`src/rtl/vid_timing_gen.sv`:
```
// -----------------------------------------------------------------------------
// vid_timing_gen
//
// Video raster timing and test-pattern generator feeding the TMDS encoder.
// Produces sync, data-enable, pixel coordinates, a frame strobe and RGB data
// for a raster geometry fixed by parameters. The raster runs while en=1 and
// parks at the origin with idle outputs while en=0.
//
// Ports
//   sclk          in   pixel clock
//   rst_n         in   asynchronous active-low reset
//   en            in   run enable; low holds the raster idle at (0,0)
//   pat_sel       in   pattern: 0 colour bars, 1 ramp, 2 grid, 3 solid
//   solid_rgb     in   {r,g,b} colour used by the solid pattern
//   hs / vs       out  horizontal / vertical sync (asserted level HS_POL/VS_POL)
//   video_active  out  data enable
//   rdata/gdata/bdata out pixel data, zero outside the active region
//   x / y         out  coordinates of the pixel currently on the outputs
//   frame_start   out  one-cycle pulse accompanying pixel (0,0)
//
// Every output is registered and reflects the counter state of the previous
// cycle, so all outputs share the same one-cycle latency.
// -----------------------------------------------------------------------------
module vid_timing_gen #(
    parameter int   H_ACTIVE = 1280,
    parameter int   H_FP     = 110,
    parameter int   H_SYNC   = 40,
    parameter int   H_BP     = 220,
    parameter int   V_ACTIVE = 720,
    parameter int   V_FP     = 5,
    parameter int   V_SYNC   = 5,
    parameter int   V_BP     = 20,
    parameter logic HS_POL   = 1'b1,
    parameter logic VS_POL   = 1'b1,
    parameter int   DATA_W   = 8,
    localparam int  H_TOTAL  = H_ACTIVE + H_FP + H_SYNC + H_BP,
    localparam int  V_TOTAL  = V_ACTIVE + V_FP + V_SYNC + V_BP,
    localparam int  CW       = $clog2((H_TOTAL > V_TOTAL) ? H_TOTAL : V_TOTAL)
) (
    input  logic                  sclk,
    input  logic                  rst_n,
    input  logic                  en,
    input  logic [1:0]            pat_sel,
    input  logic [3*DATA_W-1:0]   solid_rgb,
    output logic                  hs,
    output logic                  vs,
    output logic                  video_active,
    output logic [DATA_W-1:0]     rdata,
    output logic [DATA_W-1:0]     gdata,
    output logic [DATA_W-1:0]     bdata,
    output logic [CW-1:0]         x,
    output logic [CW-1:0]         y,
    output logic                  frame_start
);

    // Zero-size sync or active regions make no sense as a raster.
    generate
        if (H_SYNC == 0 || H_ACTIVE == 0 || V_SYNC == 0 || V_ACTIVE == 0) begin : g_bad_geometry
            $error("vid_timing_gen: H_SYNC, H_ACTIVE, V_SYNC and V_ACTIVE must be non-zero");
        end
    endgenerate

    // Comparisons are done on a widened copy of the counters so that region
    // boundaries equal to H_TOTAL/V_TOTAL never overflow the counter width,
    // and so the grid pattern can always look at the low four bits.
    localparam int EW = CW + 4;

    localparam logic [CW-1:0] ZERO_CW = {CW{1'b0}};
    localparam logic [CW-1:0] ONE_CW  = {{(CW-1){1'b0}}, 1'b1};
    localparam logic [CW-1:0] H_LAST  = CW'(H_TOTAL - 1);
    localparam logic [CW-1:0] V_LAST  = CW'(V_TOTAL - 1);

    localparam logic [EW-1:0] H_ACT_E  = EW'(H_ACTIVE);
    localparam logic [EW-1:0] HS_BEG_E = EW'(H_ACTIVE + H_FP);
    localparam logic [EW-1:0] HS_END_E = EW'(H_ACTIVE + H_FP + H_SYNC);
    localparam logic [EW-1:0] V_ACT_E  = EW'(V_ACTIVE);
    localparam logic [EW-1:0] VS_BEG_E = EW'(V_ACTIVE + V_FP);
    localparam logic [EW-1:0] VS_END_E = EW'(V_ACTIVE + V_FP + V_SYNC);

    // A bar narrower than one pixel means every active pixel is remainder,
    // which belongs to the last (black) bar.
    localparam int            BAR_W    = H_ACTIVE / 8;
    localparam int            BAR_W_C  = (BAR_W < 1) ? 1 : BAR_W;
    localparam logic [CW-1:0] BAR_LAST = CW'(BAR_W_C - 1);
    localparam logic [2:0]    BAR_IDX0 = (BAR_W < 1) ? 3'd7 : 3'd0;

    // Channel on/off mask {r,g,b} for each colour bar.
    function automatic logic [2:0] bar_mask(input logic [2:0] idx);
        logic [2:0] m;
        case (idx)
            3'd0:    m = 3'b111; // white
            3'd1:    m = 3'b110; // yellow
            3'd2:    m = 3'b011; // cyan
            3'd3:    m = 3'b010; // green
            3'd4:    m = 3'b101; // magenta
            3'd5:    m = 3'b100; // red
            3'd6:    m = 3'b001; // blue
            default: m = 3'b000; // black
        endcase
        return m;
    endfunction

    logic [CW-1:0]         h_cnt_r;
    logic [CW-1:0]         v_cnt_r;
    logic [CW-1:0]         bar_pos_r;
    logic [2:0]            bar_idx_r;
    logic [1:0]            pat_r;
    logic [3*DATA_W-1:0]   solid_r;

    logic [EW-1:0]         h_ext_s;
    logic [EW-1:0]         v_ext_s;
    logic                  origin_s;
    logic                  active_s;
    logic                  hs_s;
    logic                  vs_s;
    logic [1:0]            pat_eff_s;
    logic [3*DATA_W-1:0]   solid_eff_s;
    logic [2:0]            bar_mask_s;
    logic [DATA_W-1:0]     ramp_s;
    logic [DATA_W-1:0]     r_s;
    logic [DATA_W-1:0]     g_s;
    logic [DATA_W-1:0]     b_s;

    logic                  hs_r;
    logic                  vs_r;
    logic                  active_r;
    logic [DATA_W-1:0]     rdata_r;
    logic [DATA_W-1:0]     gdata_r;
    logic [DATA_W-1:0]     bdata_r;
    logic [CW-1:0]         x_r;
    logic [CW-1:0]         y_r;
    logic                  frame_start_r;

    assign h_ext_s  = {4'b0000, h_cnt_r};
    assign v_ext_s  = {4'b0000, v_cnt_r};
    assign origin_s = (h_cnt_r == ZERO_CW) && (v_cnt_r == ZERO_CW);
    assign ramp_s   = DATA_W'(h_cnt_r);

    // Raster counters: advance while enabled, park at the origin otherwise.
    always_ff @(posedge sclk or negedge rst_n) begin
        if (!rst_n) begin
            h_cnt_r <= ZERO_CW;
            v_cnt_r <= ZERO_CW;
        end else if (!en) begin
            h_cnt_r <= ZERO_CW;
            v_cnt_r <= ZERO_CW;
        end else if (h_cnt_r == H_LAST) begin
            h_cnt_r <= ZERO_CW;
            if (v_cnt_r == V_LAST) begin
                v_cnt_r <= ZERO_CW;
            end else begin
                v_cnt_r <= v_cnt_r + ONE_CW;
            end
        end else begin
            h_cnt_r <= h_cnt_r + ONE_CW;
        end
    end

    // Bar index tracks h_cnt / BAR_W incrementally, saturating at bar 7 so
    // remainder pixels and blanking stay on the last bar.
    always_ff @(posedge sclk or negedge rst_n) begin
        if (!rst_n) begin
            bar_pos_r <= ZERO_CW;
            bar_idx_r <= BAR_IDX0;
        end else if (!en || (h_cnt_r == H_LAST)) begin
            bar_pos_r <= ZERO_CW;
            bar_idx_r <= BAR_IDX0;
        end else if (bar_pos_r == BAR_LAST) begin
            bar_pos_r <= ZERO_CW;
            if (bar_idx_r != 3'd7) begin
                bar_idx_r <= bar_idx_r + 3'd1;
            end else begin
                bar_idx_r <= bar_idx_r;
            end
        end else begin
            bar_pos_r <= bar_pos_r + ONE_CW;
        end
    end

    // Pattern controls are latched only at the frame origin so a frame never tears.
    always_ff @(posedge sclk or negedge rst_n) begin
        if (!rst_n) begin
            pat_r   <= 2'd0;
            solid_r <= {(3*DATA_W){1'b0}};
        end else if (en && origin_s) begin
            pat_r   <= pat_sel;
            solid_r <= solid_rgb;
        end else begin
            pat_r   <= pat_r;
            solid_r <= solid_r;
        end
    end

    // Region decode for the current counter position.
    always_comb begin
        active_s = (h_ext_s < H_ACT_E) && (v_ext_s < V_ACT_E);
        if ((h_ext_s >= HS_BEG_E) && (h_ext_s < HS_END_E)) begin
            hs_s = HS_POL;
        end else begin
            hs_s = ~HS_POL;
        end
        if ((v_ext_s >= VS_BEG_E) && (v_ext_s < VS_END_E)) begin
            vs_s = VS_POL;
        end else begin
            vs_s = ~VS_POL;
        end
    end

    // Pixel generation. At the origin the shadow registers load on this same
    // edge, so pixel (0,0) uses the live controls to match the new frame.
    always_comb begin
        pat_eff_s   = pat_r;
        solid_eff_s = solid_r;
        if (origin_s) begin
            pat_eff_s   = pat_sel;
            solid_eff_s = solid_rgb;
        end else begin
            pat_eff_s   = pat_r;
            solid_eff_s = solid_r;
        end
        bar_mask_s = bar_mask(bar_idx_r);
        r_s = {DATA_W{1'b0}};
        g_s = {DATA_W{1'b0}};
        b_s = {DATA_W{1'b0}};
        if (active_s) begin
            case (pat_eff_s)
                2'd0: begin
                    r_s = {DATA_W{bar_mask_s[2]}};
                    g_s = {DATA_W{bar_mask_s[1]}};
                    b_s = {DATA_W{bar_mask_s[0]}};
                end
                2'd1: begin
                    r_s = ramp_s;
                    g_s = ramp_s;
                    b_s = ramp_s;
                end
                2'd2: begin
                    if ((h_ext_s[3:0] == 4'd0) || (v_ext_s[3:0] == 4'd0)) begin
                        r_s = {DATA_W{1'b1}};
                        g_s = {DATA_W{1'b1}};
                        b_s = {DATA_W{1'b1}};
                    end else begin
                        r_s = {DATA_W{1'b0}};
                        g_s = {DATA_W{1'b0}};
                        b_s = {DATA_W{1'b0}};
                    end
                end
                2'd3: begin
                    r_s = solid_eff_s[3*DATA_W-1 -: DATA_W];
                    g_s = solid_eff_s[2*DATA_W-1 -: DATA_W];
                    b_s = solid_eff_s[DATA_W-1:0];
                end
                default: begin
                    r_s = {DATA_W{1'b0}};
                    g_s = {DATA_W{1'b0}};
                    b_s = {DATA_W{1'b0}};
                end
            endcase
        end else begin
            r_s = {DATA_W{1'b0}};
            g_s = {DATA_W{1'b0}};
            b_s = {DATA_W{1'b0}};
        end
    end

    // Output register stage; idle levels under reset and while disabled.
    always_ff @(posedge sclk or negedge rst_n) begin
        if (!rst_n) begin
            hs_r          <= ~HS_POL;
            vs_r          <= ~VS_POL;
            active_r      <= 1'b0;
            rdata_r       <= {DATA_W{1'b0}};
            gdata_r       <= {DATA_W{1'b0}};
            bdata_r       <= {DATA_W{1'b0}};
            x_r           <= ZERO_CW;
            y_r           <= ZERO_CW;
            frame_start_r <= 1'b0;
        end else if (!en) begin
            hs_r          <= ~HS_POL;
            vs_r          <= ~VS_POL;
            active_r      <= 1'b0;
            rdata_r       <= {DATA_W{1'b0}};
            gdata_r       <= {DATA_W{1'b0}};
            bdata_r       <= {DATA_W{1'b0}};
            x_r           <= ZERO_CW;
            y_r           <= ZERO_CW;
            frame_start_r <= 1'b0;
        end else begin
            hs_r          <= hs_s;
            vs_r          <= vs_s;
            active_r      <= active_s;
            rdata_r       <= r_s;
            gdata_r       <= g_s;
            bdata_r       <= b_s;
            x_r           <= h_cnt_r;
            y_r           <= v_cnt_r;
            frame_start_r <= origin_s;
        end
    end

    assign hs           = hs_r;
    assign vs           = vs_r;
    assign video_active = active_r;
    assign rdata        = rdata_r;
    assign gdata        = gdata_r;
    assign bdata        = bdata_r;
    assign x            = x_r;
    assign y            = y_r;
    assign frame_start  = frame_start_r;

endmodule

```
`config.mk`:
```
export PLATFORM = sky130hd
export DESIGN_NAME = vid_timing_gen
export DESIGN_NICKNAME = d
export VERILOG_FILES = /design/src/rtl/vid_timing_gen.sv
export SDC_FILE = /design/constraint.sdc
export NUM_CORES = 1
export LEC_CHECK = 0
export CORE_ASPECT_RATIO = 1.1
export CORE_MARGIN = 5
export CORE_UTILIZATION = 50
export CTS_CLUSTER_DIAMETER = 30
export DETAILED_ROUTE_END_ITERATION = 10
export GPL_TIMING_DRIVEN = 1
export PLACE_DENSITY = 0.84
export SYNTH_ARGS = -nofsm -noshare
export SYNTH_HDL_FRONTEND = slang
export SYNTH_SLANG_ARGS = --single-unit
```
`constraint.sdc`:
```
create_clock -name sclk -period 2.6 [get_ports sclk]
set_input_delay 0.26 -clock sclk [delete_from_list [all_inputs] [get_ports sclk]]
set_output_delay 0.26 -clock sclk [all_outputs]
set_load 0.05 [all_outputs]
```
==> run summary, run 1 <==
impl run done, here's what came out: max_cap viols=0, reg2reg setup slack=0.16 ns, Net Switching=1.793 mW, Simple Share, Synth=19.12%, vias per cell=5.953, EDFF count, synth=0, largest register by flop count=solid_r, Min-Delay Endpoint=bar_pos_r[0], Logic area=2298 sq um, worst rel slew slack=55.21%, asr flop ratio synth=100.0%, num ports=79, met3 GRT Util=4.224%, flop count=112, GRT Residual Overflow=0, vias post-DR=4292, drt drc=0, critical path's slowest cell=or4_4, first-pass GRT wire length=22290 um, reg2reg end=rdata[0], Crit path required time=2.80 ns, Worst Path Arrival=2.65 ns, CP endpoint kind=register, number of antenna diodes=0, CTS Buf Count=9, crit share post-route=94.01%, CP bufs+invs=1, tool warnings=34, Flops after synth=112, aoi share=12.44%, max-slew violation count=0, cell chain of the critical path=inv_1 -> ha_1 -> nor3b_4 -> nand4_2 -> or4_4 -> a211oi_4 -> a311oi_1, combinational fraction of design power=29.5%, drt wl/cell=18.13 um, Syn Nets=539, Synth Flop Type=dfrtp_1, startpoint class of the critical path=register, Power Density=785.3 nW/um^2, Synth Area in XOR/XNOR=3.163%, mux share=5.517%, M1 WL=5283 um, ys cells=497, routed wl met2=6676 um, Max power group=sequential cells, Initial Util=50.86%, skew final=0.009520 ns, Clock H-tree levels=3, placed cell count=704, top sig layer=met4, PortBufs=78, status=complete, no violations, cts repair resizes=0, P_leak=2.742 nW, inverters=14, count leader, synth=dfrtp_1, most frequent cells in the layout=dfrtp_1, clkdlybuf4s50_1, nor2_1, nand2_1, nand3_1, clkbuf count=9, Peak VDD IR=0.3915 mV, initial antenna violation count=0, synthesized area=5261 sq um, gpl congestion=0.8803, global-route track usage on met1=28.80%, Die Size=12680 sq um, Crit Path Max Fanout=8, placed cell areas=6235 sq um, yosys stat area=5261 sq um, DRT Pass-1 Iters=5
## run 1: cell families (layout without fill, tap and decap cells)
family,Yosys count,count (layout)
simple gates,194,194
buf+inv,43,124
compound gates,90,90
flops,112,112
xor+xnor,19,19
fa+ha+maj,13,13
mux,26,26
## run 1: metrics by stage
step / setup WS, ns / total power [mW]
3_5_place_dp: 0.1577 / 3.770
3_3_place_gp: 0.2913 / 3.730
4_1_cts: 0.1390 / 5.165
2_1_floorplan: 0.3850 / 3.204
6_report: 0.1557 / 5.155
5_1_grt: 0.004727 / 5.378
## run 1: worst register-to-register path: stages (launching register included)
cell and delay [ns]:
dfrtp_1 0.43, inv_1 0.14, ha_1 0.18, nor3b_4 0.31, nand4_2 0.16, or4_4 0.50
a211oi_4 0.46, a311oi_1 0.12
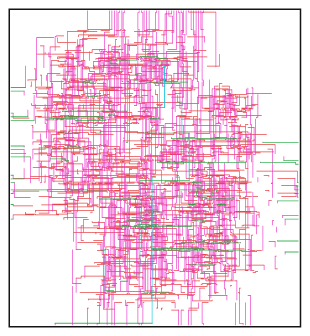
Fig. 1. Signal wires by layer (run 1).
| layer | colour | wire length |
|---|---|---|
| met3 | green | 833 um |
| met4 | cyan | 280 um |
| met2 | magenta | 6680 um |
| met1 | red | 5280 um |
Total Wirelength: 13070 um
GRT Util Overall: 21.75%

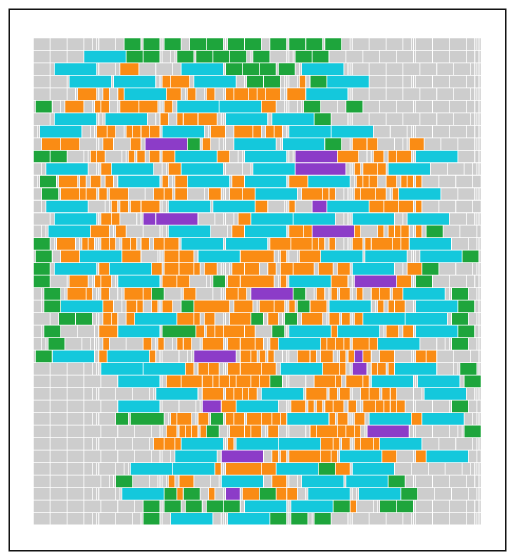
Fig. 2. Placed cells, one colour a class (run 1).
Fill, decap, tap and diode cells in grey.
| class | colour | cells | share of their area |
|---|---|---|---|
| all other logic | orange | 356 | 37% |
| other buffers and delay cells | green | 94 | 15% |
| clock drivers and dummy loads | purple | 16 | 4.8% |
| flip-flops | cyan | 112 | 44% |
Final Util: 63.45%
core box area: 10340 sq um
Rows: 39
Final Cell Area: 6564 sq um
Seq area share: 42.70%

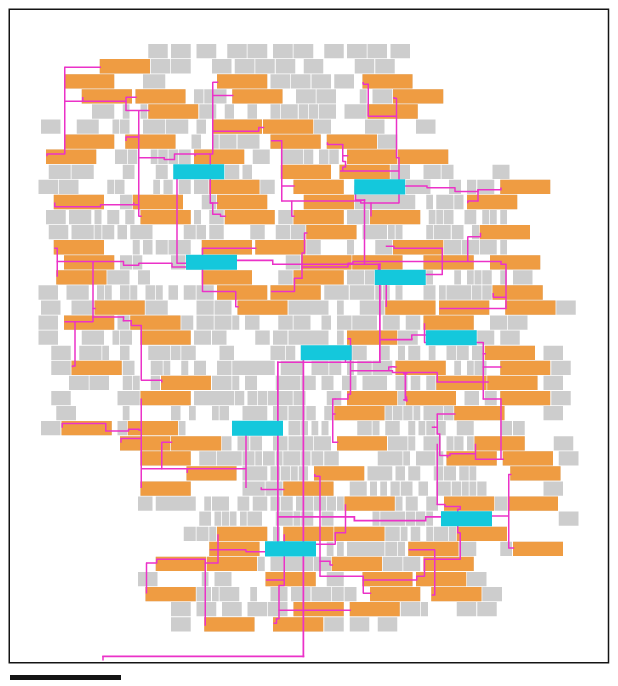
Fig. 3. Clock network drawn from the DEF (run 1).
The bar under the picture is 20 um long.
[cells driving clock nets] cyan | count: 9
[flip-flops] orange | count: 112
[clock wires] magenta | length: 1210 um
flops lie: all over the die
routed clock nets: 10
clock share of power: 27.3%
Worst-Skew Late Latency: 0.35 ns

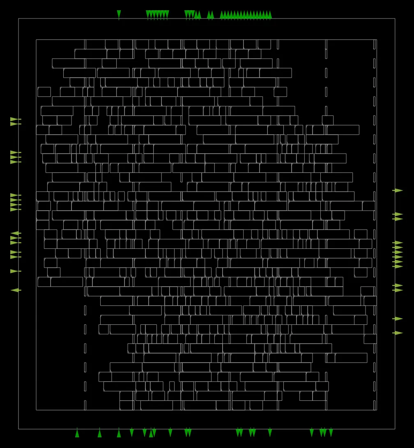
Fig. 4. Placement view (run 1).
Filler Cell Count: 812
Tapcell Cnt: 143

==> inputs of run 2 (changes only) <==
--- a/config.mk
+++ b/config.mk
@@ -12,6 +12,7 @@
 export DETAILED_ROUTE_END_ITERATION = 10
 export GPL_TIMING_DRIVEN = 1
 export PLACE_DENSITY = 0.84
+export SKIP_CTS_REPAIR_TIMING = 1
 export SYNTH_ARGS = -nofsm -noshare
 export SYNTH_HDL_FRONTEND = slang
 export SYNTH_SLANG_ARGS = --single-unit
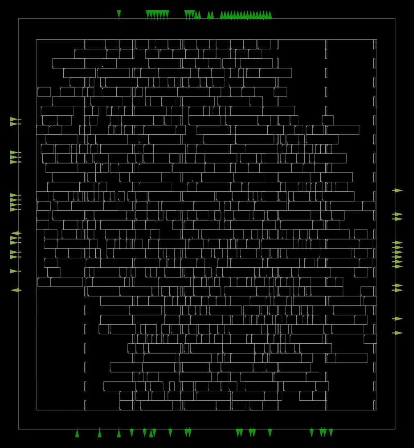
Fig. 5. Placement view (run 2).
final cell count without fillers: 720
Filler Cell Count: 810
Seq area share: 42.76%
flop count: 112
Final Util: 63.35%

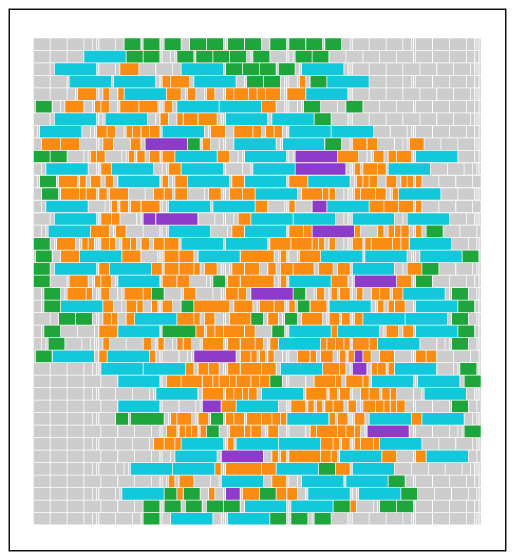
Fig. 6. Placed cells, one colour a class (run 2).
Fill, decap, tap and diode cells in grey.
| class | colour | cells | share of their area |
|---|---|---|---|
| clock drivers and dummy loads | purple | 16 | 4.8% |
| flip-flops | cyan | 112 | 44% |
| all other logic | orange | 356 | 37% |
| other buffers and delay cells | green | 93 | 14% |
Final Cell Area: 6554 sq um

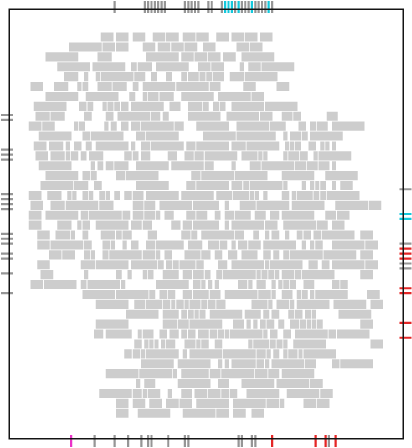
Fig. 7. Pin map (run 2).
Pins as bars across the die edge, other pins in grey.
| port | colour | pins | direction | edge |
|---|---|---|---|---|
| `sclk` | magenta | 1 | input | south |
| `y` | red | 11 | output | 7 east, 4 south |
| `gdata` | cyan | 8 | output | 6 north, 2 east |
all pins by edge: 31 north, 19 south, 16 west, 13 east
DIE WIDTH: 107.8 um
die height: 117.6 um
PortBufs: 78

==> run summary, run 2 <==
impl run done, here's what came out: status=complete, but fails checks (was complete, no violations), failing checks=hold timing, Min Hold Slack=-0.06295 ns (was 0.4901 ns), largest register by flop count=solid_r (unchanged), Power Density=786.9 nW/um^2 (was 785.3 nW/um^2), Rows=39 (unchanged), number of antenna diodes=0 (unchanged), GRT Residual Overflow=0 (unchanged), EDFF count, synth=0 (unchanged), setup ws final=0.1571 ns (was 0.1557 ns), combinational fraction of design power=29.5% (about the same), yosys stat area=5261 sq um (unchanged), vias post-DR=4276 (was 4292), inverters=14 (unchanged), worst rel slew slack=55.14% (was 55.21%), Peak VDD IR=0.3892 mV (was 0.3915 mV), num ports=79 (unchanged), clock share of power=27.3% (about the same), startpoint class of the critical path=register (unchanged), max-slew violation count=0 (unchanged), most frequent cells in the layout=dfrtp_1, clkdlybuf4s50_1, nor2_1, nand2_1, nand3_1 (unchanged), DRT Pass-1 Iters=5 (unchanged), Max power group=sequential cells (unchanged), CP endpoint kind=register (unchanged), cell chain of the critical path=inv_1 -> ha_1 -> nor3b_4 -> nand4_2 -> or4_4 -> a211oi_4 -> a311oi_1 (unchanged), drt drc=0 (unchanged), GRT Util Overall=21.75% (unchanged), first-pass GRT wire length=22280 um (was 22290 um), Crit path required time=2.81 ns (was 2.80 ns), crit share post-route=93.96% (was 94.01%), Net Switching=1.797 mW (was 1.793 mW), synthesized area=5261 sq um (unchanged), reg2reg setup slack=0.16 ns (about the same), Flops after synth=112 (unchanged), P_leak=2.738 nW (was 2.742 nW), DP Worst Slack=0.1577 ns (unchanged), Worst-Skew Late Latency=0.35 ns (about the same), Initial Util=50.86% (unchanged), critical path's slowest cell=or4_4 (unchanged), Worst Path Arrival=2.65 ns (about the same), CP bufs+invs=1 (unchanged), gpl congestion=0.8803 (unchanged), Final Hold Vio Count=52 (was 0), reg2reg end=rdata[0] (unchanged), asr flop ratio synth=100.0% (unchanged), Syn Nets=539 (unchanged), max_cap viols=0 (unchanged), drt wl/cell=18.18 um (was 18.13 um)
-- run 2: kinds of logic after synthesis --
| logic type | count (synthesis) | share of synthesized area (%) |
|---|---|---|
| XOR/XNOR | 19 | 3.163 |
| buffers and inverters | 43 | 3.401 |
| AND/OR/NAND/NOR | 194 | 19.12 |
| multiplexers | 26 | 5.517 |
| adder cells (fa/ha/maj) | 13 | 3.092 |
| flip-flops | 112 | 53.27 |
| AND-OR/OR-AND | 90 | 12.44 |
-- run 2: routing by layer --
metal	part of all wire, %	wire [um]	vias up
met5	0	0	-
met4	2.1	269	0
met3	6.8	885	25
met2	51	6683	202
met1	40	5253	2121
li1	-	-	1928
No activity file was given, so power comes from the tool's default toggle rates.
